--- src/rtl/pipe_ctrl_pkg.sv ---
// Shared types and constants for the pipeline hazard controller.
// Optional statistics are enabled with PIPE_STAT_EN.
package pipe_ctrl_pkg;

  localparam int REG_W_DEF = 5;
  localparam int DRAIN_DEF = 3;
  localparam int REG_ZERO  = 0;

  typedef enum logic [1:0] {
    RUN,
    DRAIN,
    HALTED,
    STEP
  } state_t;

endpackage

--- src/rtl/pipe_hazard_ctrl_hazard_detect.sv ---
// Load-use detection between the ID instruction and a load in EXE.
// Purely combinational.
module hazard_detect
  import pipe_ctrl_pkg::*;
#(
  parameter int REG_W = REG_W_DEF
) (
  input  logic [REG_W-1:0] id_rs,
  input  logic [REG_W-1:0] id_rt,
  input  logic             id_use_rs,
  input  logic             id_use_rt,
  input  logic             exe_is_load,
  input  logic [REG_W-1:0] exe_rd,
  output logic             load_use
);

  logic rs_hit;
  logic rt_hit;
  logic rd_live;

  assign rs_hit  = id_use_rs & (id_rs == exe_rd);
  assign rt_hit  = id_use_rt & (id_rt == exe_rd);
  assign rd_live = exe_rd != REG_W'(REG_ZERO);

  assign load_use = exe_is_load & rd_live
                  & (rs_hit | rt_hit);

endmodule

--- src/rtl/pipe_hazard_ctrl.sv ---
// Hazard and halt/drain/step sequencer for the 5-stage pipeline.
// Define PIPE_STAT_EN to add stall/flush/cycle counters.
module pipe_hazard_ctrl
  import pipe_ctrl_pkg::*;
#(
  parameter int REG_W        = REG_W_DEF,
  parameter int DRAIN_CYCLES = DRAIN_DEF
`ifdef PIPE_STAT_EN
  ,
  parameter int CNT_W        = 32
`endif
) (
  input  logic             clk,
  input  logic             rst_n,
  input  logic [REG_W-1:0] id_rs,
  input  logic [REG_W-1:0] id_rt,
  input  logic             id_use_rs,
  input  logic             id_use_rt,
  input  logic             exe_is_load,
  input  logic [REG_W-1:0] exe_rd,
  input  logic             exe_branch_taken,
  input  logic             exe_halt,
  input  logic             resume,
  input  logic             step,
  output logic             pc_go,
  output logic             if_id_go,
  output logic             id_exe_go,
  output logic             exe_mem_go,
  output logic             mem_wb_go,
  output logic             if_id_clear,
  output logic             id_exe_clear_one,
  output logic             id_exe_clear_two,
  output logic             halted
`ifdef PIPE_STAT_EN
  ,
  output logic [CNT_W-1:0] stall_cnt,
  output logic [CNT_W-1:0] flush_cnt,
  output logic [CNT_W-1:0] cycle_cnt
`endif
);

  localparam int DW = (DRAIN_CYCLES < 2) ? 1
                    : $clog2(DRAIN_CYCLES + 1);

  state_t          state_q, state_d;
  logic [DW-1:0]   drain_q, drain_d;
  logic            load_use;

  hazard_detect #(.REG_W(REG_W)) u_hd (
    .id_rs       (id_rs),
    .id_rt       (id_rt),
    .id_use_rs   (id_use_rs),
    .id_use_rt   (id_use_rt),
    .exe_is_load (exe_is_load),
    .exe_rd      (exe_rd),
    .load_use    (load_use)
  );

  always_ff @(posedge clk or negedge rst_n) begin
    if (!rst_n) begin
      state_q <= RUN;
      drain_q <= '0;
    end else begin
      state_q <= state_d;
      drain_q <= drain_d;
    end
  end

  always_comb begin
    state_d          = state_q;
    drain_d          = drain_q;
    pc_go            = 1'b1;
    if_id_go         = 1'b1;
    id_exe_go        = 1'b1;
    exe_mem_go       = 1'b1;
    mem_wb_go        = 1'b1;
    if_id_clear      = 1'b0;
    id_exe_clear_one = 1'b0;
    id_exe_clear_two = 1'b0;
    halted           = 1'b0;
    unique case (state_q)
      RUN, STEP: begin
        if (exe_halt) begin
          pc_go            = 1'b0;
          if_id_go         = 1'b0;
          id_exe_clear_one = 1'b1;
          state_d          = DRAIN;
          drain_d          = DW'(DRAIN_CYCLES);
        end else begin
          if (exe_branch_taken) begin
            if_id_clear      = 1'b1;
            id_exe_clear_two = 1'b1;
          end else if (load_use) begin
            pc_go            = 1'b0;
            if_id_go         = 1'b0;
            id_exe_clear_one = 1'b1;
          end
          if (state_q == STEP) state_d = HALTED;
        end
      end
      DRAIN: begin
        // Front end frozen so resume restarts from intact PC/IF_ID.
        pc_go            = 1'b0;
        if_id_go         = 1'b0;
        id_exe_clear_one = 1'b1;
        drain_d          = DW'(drain_q - 1'b1);
        if (drain_q <= DW'(1)) begin
          state_d = HALTED;
          drain_d = '0;
        end
      end
      HALTED: begin
        pc_go      = 1'b0;
        if_id_go   = 1'b0;
        id_exe_go  = 1'b0;
        exe_mem_go = 1'b0;
        mem_wb_go  = 1'b0;
        halted     = 1'b1;
        if (resume)    state_d = RUN;
        else if (step) state_d = STEP;
      end
      default: state_d = RUN;
    endcase
  end

`ifdef PIPE_STAT_EN
  logic active;
  logic stall_ev;
  logic flush_ev;

  assign active   = (state_q == RUN) | (state_q == STEP);
  assign flush_ev = active & ~exe_halt & exe_branch_taken;
  assign stall_ev = active & ~exe_halt & ~exe_branch_taken
                  & load_use;

  always_ff @(posedge clk or negedge rst_n) begin
    if (!rst_n) begin
      stall_cnt <= '0;
      flush_cnt <= '0;
      cycle_cnt <= '0;
    end else begin
      if (stall_ev) stall_cnt <= stall_cnt + 1'b1;
      if (flush_ev) flush_cnt <= flush_cnt + 1'b1;
      if (state_q != HALTED) cycle_cnt <= cycle_cnt + 1'b1;
    end
  end
`endif

endmodule

--- config.mk ---
export PLATFORM = sky130hd
export DESIGN_NAME = pipe_hazard_ctrl
export DESIGN_NICKNAME = d
export VERILOG_FILES = /design/src/rtl/pipe_ctrl_pkg.sv /design/src/rtl/pipe_hazard_ctrl_hazard_detect.sv /design/src/rtl/pipe_hazard_ctrl.sv
export SDC_FILE = /design/constraint.sdc
export NUM_CORES = 1
export LEC_CHECK = 0
export CORE_MARGIN = 2
export CORE_UTILIZATION = 30
export CTS_CLUSTER_SIZE = 8
export DETAILED_ROUTE_END_ITERATION = 6
export GPL_ROUTABILITY_DRIVEN = 0
export PLACE_DENSITY = 0.74
export SYNTH_ARGS = -nofsm -noshare
export SYNTH_HDL_FRONTEND = slang
export SYNTH_SLANG_ARGS = --single-unit
--- constraint.sdc ---
create_clock -name clk -period 1.8 [get_ports clk]
set_input_delay 0.18 -clock clk [delete_from_list [all_inputs] [get_ports clk]]
set_output_delay 0.18 -clock clk [all_outputs]
set_load 0.01 [all_outputs]
congestion.png
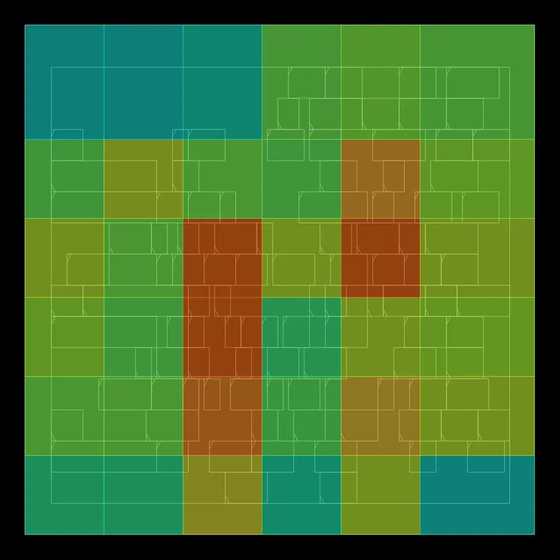
post-layout util: 60.3%
grt met1 use: 19.2%
gr usage total: 18.0%
routed len/inst: 12.7 um
GR Layer Usage met3: 4.90%

power_grid.png
(12 px per um) Pins as bars on the die edge.
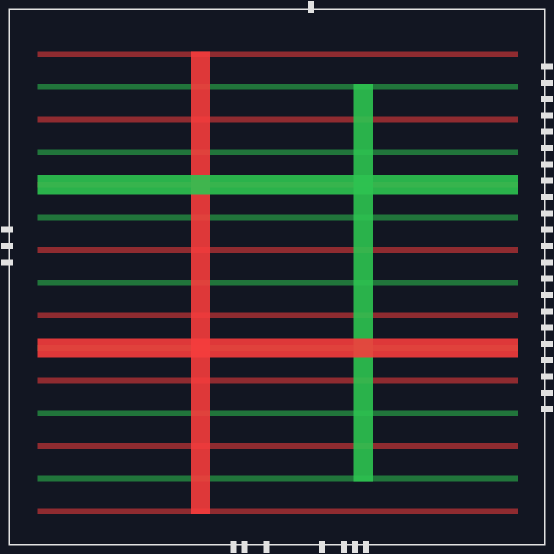
- green: VDD
- red: VSS
- met1 rails: 15
- met5 straps: 2
- signal pins: 33
- rows: 14
- met4 straps: 2

[layer usage]
| metal | wire length (um) | GRT usage (%) | vias up |
|---|---|---|---|
| met2 | 783 | 32.8 | 25 |
| met5 | 0 | 0 | - |
| li1 | - | - | 295 |
| met1 | 633 | 19.2 | 249 |
| met4 | 0 | 7.27 | 0 |
| met3 | 115 | 4.90 | 0 |
[cell families after synthesis]
kind of cell / synth area share, %
AND-OR/OR-AND: 19.3
XOR/XNOR: 17.8
adder cells (fa/ha/maj): 7.63
buffers and inverters: 12.2
flip-flops: 20.4
multiplexers: 2.04
AND/OR/NAND/NOR: 20.6
[state kept, by name, indices dropped and copies added, names as in the netlist]
register,count
state_q,2
drain_q,2
[power breakdown]
part	internal [uW]	total [uW]	switching (uW)
logic	518	949	431
registers	132	158	26.2
clock network	74.1	105	30.5
total	724	1210	488
==> Changelog: implementation <==
### Changed

* Number of buffers created by CTS at 3
* Status: complete, no violations
* Overall power at 1210 uW
* Critical path depth at 6
* Synth cell count leaders: nand2_1, xor2_1, inv_1
* Longest Clk Path Bufs at 2
* # fillers at 138
* IO Pins at 33
* Area grow syn2layout at 87.0%
* Port-buffer cells at 32
* Clkbuf count at 3
* Flops after synth at 4
* RSZ-0062 raised after global routing: yes
* Post-route cell area at 920 sq um
* Post-synth EDFFs at 0
* Final WS setup at 0.0740 ns
* Setup TNS at 0 ns
* Tmin final at 1.73 ns
* Finish-stage setup viols at 0
* Synth Instances at 62
* Via density at 4.70
* Mean cell area of the mapped netlist at 7.93 sq um
* Critical path arrival at 1.55 ns
* Die Width at 44.5 um
* Yosys stat area at 492 sq um
* CP bufs+invs at 2
* DPL Wire Length at 1.36 mm
* Tap cells at 16
* Logic area at 355 sq um
* Flop area at 100 sq um
* Worst R2R Start: state_q[0]
* Hold Slack at 0.152 ns
* Total length of routed wires at 1.53 mm
* CP max stage delay at 0.38 ns
* Nets at 134
* Reg2reg setup slack at 0.31 ns
* Placed cells at 118
* Non-Filler Instances at 121
* 1st-pass router iterations at 4
* Type of the worst setup path: in2out
* Crit. End Element: output pin
* Pre-CTS setup slack at -0.607 ns
* Max-cap check violation count at 0
* YS warnings at 0
* Grt total ovfl at 0
* Largest class: buffers
* Iter 0 DRT Violations at 2
* Top cells by area: dfrtp_1, xor2_1, ha_1, buf_4, nand2_1
* Seq/total area at 10.9%
Power figures rest on the tool's default switching activity, not on a simulated workload.
